**config.mk**
```make
export PLATFORM = sky130hd
export DESIGN_NAME = mmio_uart_tx
export DESIGN_NICKNAME = d
export VERILOG_FILES = /design/src/rtl/uart_pkg.sv /design/src/rtl/mmio_uart_tx_sync_fifo.sv /design/src/rtl/mmio_uart_tx.sv
export SDC_FILE = /design/constraint.sdc
export NUM_CORES = 1
export LEC_CHECK = 0
export CORE_AREA = 2 2 118 120
export CTS_CLUSTER_DIAMETER = 100
export DETAILED_ROUTE_END_ITERATION = 16
export DIE_AREA = 0 0 120 122
export GPL_ROUTABILITY_DRIVEN = 0
export HOLD_SLACK_MARGIN = 0.05
export PLACE_DENSITY_LB_ADDON = 0.25
export SLEW_MARGIN = 5
export SYNTH_ARGS = -nofsm -noshare
export SYNTH_HDL_FRONTEND = slang
export SYNTH_SLANG_ARGS = --single-unit
export TNS_END_PERCENT = 100
```
**constraint.sdc**
```tcl
create_clock -name clk -period 3.3 [get_ports clk]
set_input_delay 0.825 -clock clk [delete_from_list [all_inputs] [get_ports clk]]
set_output_delay 0.825 -clock clk [all_outputs]
set_load 0.01 [all_outputs]
```
**src/rtl/uart_pkg.sv**
```systemverilog
// Shared definitions for the memory-mapped UART transmitter.
// Holds the register offsets, the STATUS/CTRL bit positions and the
// transmit FSM state enum.
// Optional build macro: UART_TX_PARITY_EN adds the PARITY state.
package uart_pkg;

  // Byte offsets of the word registers
  localparam logic [3:0] UART_TXDATA = 4'h0;
  localparam logic [3:0] UART_STATUS = 4'h4;
  localparam logic [3:0] UART_CTRL   = 4'h8;
  localparam logic [3:0] UART_DIV    = 4'hC;

  // STATUS bit positions
  localparam int STAT_FULL  = 0;
  localparam int STAT_EMPTY = 1;
  localparam int STAT_BUSY  = 2;
  localparam int STAT_OVF   = 3;

  // CTRL bit positions
  localparam int CTRL_IRQ_EN    = 0;
  localparam int CTRL_PARITY_EN = 1;

`ifdef UART_TX_PARITY_EN
  typedef enum logic [2:0] {
    ST_IDLE,
    ST_START,
    ST_DATA,
    ST_PARITY,
    ST_STOP
  } tx_state_e;
`else
  typedef enum logic [2:0] {
    ST_IDLE,
    ST_START,
    ST_DATA,
    ST_STOP
  } tx_state_e;
`endif

endpackage

```
**src/rtl/mmio_uart_tx_sync_fifo.sv**
```systemverilog
// sync_fifo: single-clock FIFO with combinational read data (show-ahead).
// Ports:
//   clk, rst_n   clock and synchronous active-low reset (flushes the FIFO)
//   push, wdata  write one entry
//   pop, rdata   rdata is the head entry; pop consumes it
//   full, empty, count  occupancy
// The caller must not push when full unless it pops in the same cycle, and
// must not pop when empty.
module sync_fifo #(
  parameter int WIDTH = 8,
  parameter int DEPTH = 8
) (
  input  logic                   clk,
  input  logic                   rst_n,
  input  logic                   push,
  input  logic [WIDTH-1:0]       wdata,
  input  logic                   pop,
  output logic [WIDTH-1:0]       rdata,
  output logic                   full,
  output logic                   empty,
  output logic [$clog2(DEPTH):0] count
);
  localparam int AW = $clog2(DEPTH);

  logic [WIDTH-1:0] mem_q [DEPTH];
  logic [WIDTH-1:0] mem_d [DEPTH];
  logic [AW-1:0]    wr_ptr_q, wr_ptr_d;
  logic [AW-1:0]    rd_ptr_q, rd_ptr_d;
  logic [AW:0]      count_q, count_d;

  always_comb begin
    mem_d    = mem_q;
    wr_ptr_d = wr_ptr_q;
    rd_ptr_d = rd_ptr_q;
    count_d  = count_q;
    // Depth is a power of two, so the pointers wrap on their own.
    if (push) begin
      mem_d[wr_ptr_q] = wdata;
      wr_ptr_d        = wr_ptr_q + 1'b1;
    end
    if (pop) begin
      rd_ptr_d = rd_ptr_q + 1'b1;
    end
    case ({push, pop})
      2'b10:   count_d = count_q + 1'b1;
      2'b01:   count_d = count_q - 1'b1;
      default: count_d = count_q;
    endcase
  end

  always_ff @(posedge clk) begin
    if (!rst_n) begin
      wr_ptr_q <= '0;
      rd_ptr_q <= '0;
      count_q  <= '0;
    end else begin
      wr_ptr_q <= wr_ptr_d;
      rd_ptr_q <= rd_ptr_d;
      count_q  <= count_d;
    end
  end

  // Storage carries no reset; the pointers define validity.
  always_ff @(posedge clk) begin
    mem_q <= mem_d;
  end

  assign rdata = mem_q[rd_ptr_q];
  assign full  = (count_q == DEPTH[AW:0]);
  assign empty = (count_q == '0);
  assign count = count_q;

endmodule

```
**src/rtl/mmio_uart_tx.sv**
```systemverilog
// mmio_uart_tx: memory-mapped UART transmitter on the CPU data bus.
// CPU stores to TXDATA are queued in a FIFO and sent 8N1 (LSB first) on tx.
// Ports:
//   clk, rst_n        clock, synchronous active-low reset
//   sel               decoder select; bus inputs ignored when low
//   addr[3:0]         byte offset (bits [1:0] ignored)
//   wdata[31:0]       store data
//   wenable[3:0]      byte strobes; nonzero = write, zero = read
//   rdata[31:0]       registered read data (updates the edge after a read)
//   tx                serial output, idle high
//   irq               registered level interrupt: irq_en & empty & ~busy
// Registers: 0x0 TXDATA (W), 0x4 STATUS (R/W1C), 0x8 CTRL (R/W), 0xC DIVISOR.
// Optional build macro: UART_TX_PARITY_EN makes CTRL bit1 writable and adds
// an even-parity bit between the data bits and the stop bit.
module mmio_uart_tx
  import uart_pkg::*;
#(
  parameter int          FIFO_DEPTH  = 8,
  parameter logic [15:0] DEFAULT_DIV = 16'd16
) (
  input  logic        clk,
  input  logic        rst_n,
  input  logic        sel,
  input  logic [3:0]  addr,
  input  logic [31:0] wdata,
  input  logic [3:0]  wenable,
  output logic [31:0] rdata,
  output logic        tx,
  output logic        irq
);
  localparam int CW = $clog2(FIFO_DEPTH) + 1;

  logic [3:0]    off;
  logic          wr_en, rd_en, push_req, push, pop;
  logic          fifo_full, fifo_empty, busy;
  logic [7:0]    fifo_rdata;
  logic [CW-1:0] fifo_count;

  tx_state_e     state_q, state_d;
  logic [15:0]   cnt_q, cnt_d, bit_load;
  logic [2:0]    bit_q, bit_d, bit_nxt;
  logic [7:0]    data_q, data_d;
  logic          tx_q, tx_d;
  logic          irq_q, irq_d;
  logic          ovf_q, ovf_d;
  logic          irq_en_q, irq_en_d;
  logic [15:0]   div_q, div_d;
  logic [31:0]   rdata_q, rdata_d;
  logic          par_en;
  logic          unused_ok;

`ifdef UART_TX_PARITY_EN
  logic par_en_q, par_en_d;
  logic par_frame_q, par_frame_d;  // parity choice frozen at frame start
  assign par_en = par_en_q;
`else
  assign par_en = 1'b0;
`endif

  assign unused_ok = ^{wdata[31:16], addr[1:0], fifo_count};

  sync_fifo #(
    .WIDTH(8),
    .DEPTH(FIFO_DEPTH)
  ) u_fifo (
    .clk  (clk),
    .rst_n(rst_n),
    .push (push),
    .wdata(wdata[7:0]),
    .pop  (pop),
    .rdata(fifo_rdata),
    .full (fifo_full),
    .empty(fifo_empty),
    .count(fifo_count)
  );

  assign busy = (state_q != ST_IDLE);

  // Counter reload is sampled from DIVISOR only at bit boundaries, so a
  // DIVISOR write never shortens the bit in flight. Zero behaves as one.
  assign bit_load = (div_q == 16'd0) ? 16'd0 : div_q - 16'd1;

  // Transmit FSM
  always_comb begin
    state_d = state_q;
    cnt_d   = cnt_q;
    bit_d   = bit_q;
    data_d  = data_q;
    tx_d    = tx_q;
    pop     = 1'b0;
    bit_nxt = bit_q + 3'd1;
`ifdef UART_TX_PARITY_EN
    par_frame_d = par_frame_q;
`endif
    case (state_q)
      ST_IDLE: begin
        tx_d = 1'b1;
        pop  = !fifo_empty;
      end
      ST_START: begin
        if (cnt_q == 16'd0) begin
          state_d = ST_DATA;
          bit_d   = 3'd0;
          tx_d    = data_q[0];
          cnt_d   = bit_load;
        end else begin
          cnt_d = cnt_q - 16'd1;
        end
      end
      ST_DATA: begin
        if (cnt_q == 16'd0) begin
          cnt_d = bit_load;
          if (bit_q == 3'd7) begin
            state_d = ST_STOP;
            tx_d    = 1'b1;
`ifdef UART_TX_PARITY_EN
            if (par_frame_q) begin
              state_d = ST_PARITY;
              tx_d    = ^data_q;
            end
`endif
          end else begin
            bit_d = bit_nxt;
            tx_d  = data_q[bit_nxt];
          end
        end else begin
          cnt_d = cnt_q - 16'd1;
        end
      end
`ifdef UART_TX_PARITY_EN
      ST_PARITY: begin
        if (cnt_q == 16'd0) begin
          state_d = ST_STOP;
          tx_d    = 1'b1;
          cnt_d   = bit_load;
        end else begin
          cnt_d = cnt_q - 16'd1;
        end
      end
`endif
      ST_STOP: begin
        if (cnt_q == 16'd0) begin
          // Chain straight into the next start bit when data is waiting.
          if (fifo_empty) begin
            state_d = ST_IDLE;
          end else begin
            pop = 1'b1;
          end
        end else begin
          cnt_d = cnt_q - 16'd1;
        end
      end
      default: begin
        state_d = ST_IDLE;
        tx_d    = 1'b1;
      end
    endcase

    if (pop) begin
      data_d  = fifo_rdata;
      state_d = ST_START;
      tx_d    = 1'b0;
      cnt_d   = bit_load;
`ifdef UART_TX_PARITY_EN
      par_frame_d = par_en_q;
`endif
    end
  end

  // Bus decode, register writes and read mux
  always_comb begin
    off      = {addr[3:2], 2'b00};
    wr_en    = sel && (wenable != 4'b0000);
    rd_en    = sel && (wenable == 4'b0000);
    push_req = wr_en && (off == UART_TXDATA) && wenable[0];
    // A full FIFO still accepts when the FSM frees a slot this cycle.
    push     = push_req && (!fifo_full || pop);

    ovf_d    = ovf_q;
    irq_en_d = irq_en_q;
    div_d    = div_q;
    rdata_d  = rdata_q;
`ifdef UART_TX_PARITY_EN
    par_en_d = par_en_q;
`endif

    if (wr_en && (off == UART_STATUS) && wenable[0] && wdata[STAT_OVF]) begin
      ovf_d = 1'b0;
    end
    if (push_req && !push) begin
      ovf_d = 1'b1;
    end
    if (wr_en && (off == UART_CTRL) && wenable[0]) begin
      irq_en_d = wdata[CTRL_IRQ_EN];
`ifdef UART_TX_PARITY_EN
      par_en_d = wdata[CTRL_PARITY_EN];
`endif
    end
    if (wr_en && (off == UART_DIV)) begin
      if (wenable[0]) div_d[7:0]  = wdata[7:0];
      if (wenable[1]) div_d[15:8] = wdata[15:8];
    end

    if (rd_en) begin
      case (off)
        UART_STATUS: rdata_d = {28'd0, ovf_q, busy, fifo_empty, fifo_full};
        UART_CTRL:   rdata_d = {30'd0, par_en, irq_en_q};
        UART_DIV:    rdata_d = {16'd0, div_q};
        default:     rdata_d = 32'd0;
      endcase
    end

    irq_d = irq_en_q && fifo_empty && !busy;
  end

  always_ff @(posedge clk) begin
    if (!rst_n) begin
      state_q  <= ST_IDLE;
      cnt_q    <= '0;
      bit_q    <= '0;
      tx_q     <= 1'b1;
      irq_q    <= 1'b0;
      rdata_q  <= '0;
      ovf_q    <= 1'b0;
      irq_en_q <= 1'b0;
      div_q    <= DEFAULT_DIV;
`ifdef UART_TX_PARITY_EN
      par_en_q <= 1'b0;
`endif
    end else begin
      state_q  <= state_d;
      cnt_q    <= cnt_d;
      bit_q    <= bit_d;
      tx_q     <= tx_d;
      irq_q    <= irq_d;
      rdata_q  <= rdata_d;
      ovf_q    <= ovf_d;
      irq_en_q <= irq_en_d;
      div_q    <= div_d;
`ifdef UART_TX_PARITY_EN
      par_en_q <= par_en_d;
`endif
    end
  end

  always_ff @(posedge clk) begin
    data_q <= data_d;
`ifdef UART_TX_PARITY_EN
    par_frame_q <= par_frame_d;
`endif
  end

  assign rdata = rdata_q;
  assign tx    = tx_q;
  assign irq   = irq_q;

endmodule
```
==> impl_metrics.yaml <==
# generated from flow reports
final_layout:
  fill_cells: 1106
  most-common-layout-cells: "nand2_1, edfxtp_1, dfxtp_1"
  layout.nets: 721
global_route:
  first_global_vias: 4633
  grt_pass1_wl_mm: 23.39
  track_usage: 0.2062
  met2_usage: 0.3175
  grt-ovfl-total: 0
  grt_max_degree: 48
sta:
  max_freq_mhz: 328.4
  fin_skew_ns: 0.006970
  period_minus_slack_ns: 3.045
  hold_viol: 0
  fin_tns_setup_ns: 0
floorplanning:
  initial_core_util: 0.4896
  die-area_sq_um: 14640
status:
  status: "completed"
synthesis:
  synthAdderAreaFrac: 0.02460
  syn_inst: 611
  synthArstFlopShare: 0
  synth_cell_types: 69
  ys_seq_frac: 0.5299
clock_network:
  insertion_delay_ns: 0.42
  cts_max_level: 4
  cts_tree: "done"
worst_setup_path:
  cp_max_fo: 5
  cp.required_ns: 3.64
  cp-start-kind: "flip-flop"
  crit_path_end_kind: "flip-flop"
min_path:
  min_path_type: "reg2reg"
power_and_ir_drop:
  internal_power_mw: 3.952
  p_per_area_nw_per_um2: 797.8
  vdd_drop_max_mv: 0.4466
routing:
  drtAntennaViolNets: 0
  routed_via_density: 5.737
  wl_mm: 14.42
area by class of cell:
cell class                 instances  area share
sequential                       139      0.4483
multi-input combinational        426      0.3641
timing repair buffer              67     0.07781
clock buffer                      17     0.05443
tap                              180     0.02882
clock inverter                    15     0.01985
inverter                          14    0.006724
registers in the layout, summed over array words and instances (netlist names):
register         cells
u_fifo.rd_ptr_q      3
u_fifo.mem_q        64
tx                   1
rdata               16
state_q              2
bit_q                3
u_fifo.wr_ptr_q      3
cnt_q               16
ovf_q                1
irq                  1
u_fifo.count         4
div_q               16
irq_en_q             1
data_q               8
path summary, 6_finish.rpt:
path	startpoint	to	slack, ns	depth (start not counted)
hold / removal	rdata[12]$_SDFFE_PN0P_	rdata[12]$_SDFFE_PN0P_	0.45	2
setup / recovery	cnt_q[0]$_SDFFE_PN0P_	u_fifo.count[2]$_SDFFE_PN0P_	0.25	13
setup reg to reg	cnt_q[0]$_SDFFE_PN0P_	u_fifo.count[2]$_SDFFE_PN0P_	0.25	13
hold reg to reg	rdata[12]$_SDFFE_PN0P_	rdata[12]$_SDFFE_PN0P_	0.45	2
cells in the mapped netlist (all sizes together), types with 4 or more instances:
cell type  instances
nand2b             7
ha                13
a211oi             5
a21oi             52
nand2             82
dfxtp             67
o21ai             27
nor4               8
a221oi             5
mux2i              5
inv               14
nand3             31
mux4              18
buf               28
clkbuf            19
edfxtp            72
nor2b              6
or2                6
nand4              7
mux2              10
nor3              24
or3                5
nor2              35
xnor2              7
or4                8
a31oi              4
xor2               6
repair_timing:
action,CTS,global route
hold endpoints to repair,0,0
buffers inserted,0,0
resized,0,1
endpoints found under the setup margin,0,1
worst min-delay path, stage by stage (launching register included):
cell	delay, ns
dfxtp_1	0.31
nand2_1	0.05
a21oi_1	0.05
Figure 1. Placement by cell class.
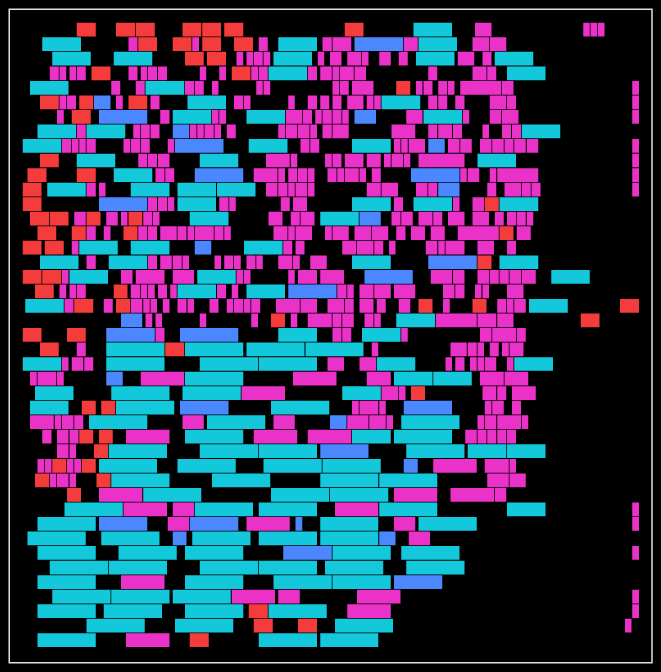
colour	class	cells
cyan	flip-flops	139
red	other buffers and delay cells	67
magenta	all other logic	440
blue	clock drivers and dummy loads	32

Figure 2. Clock nets.
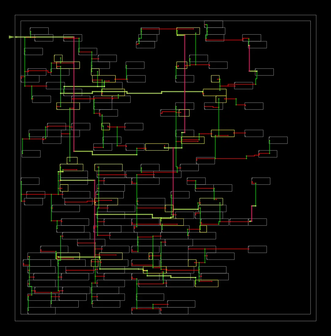
CTS sink cnt: 139
Clock net power: 1.86 mW
number of CTS-inserted buffers: 17

Power figures rest on the tool's default switching activity, not on a simulated workload.
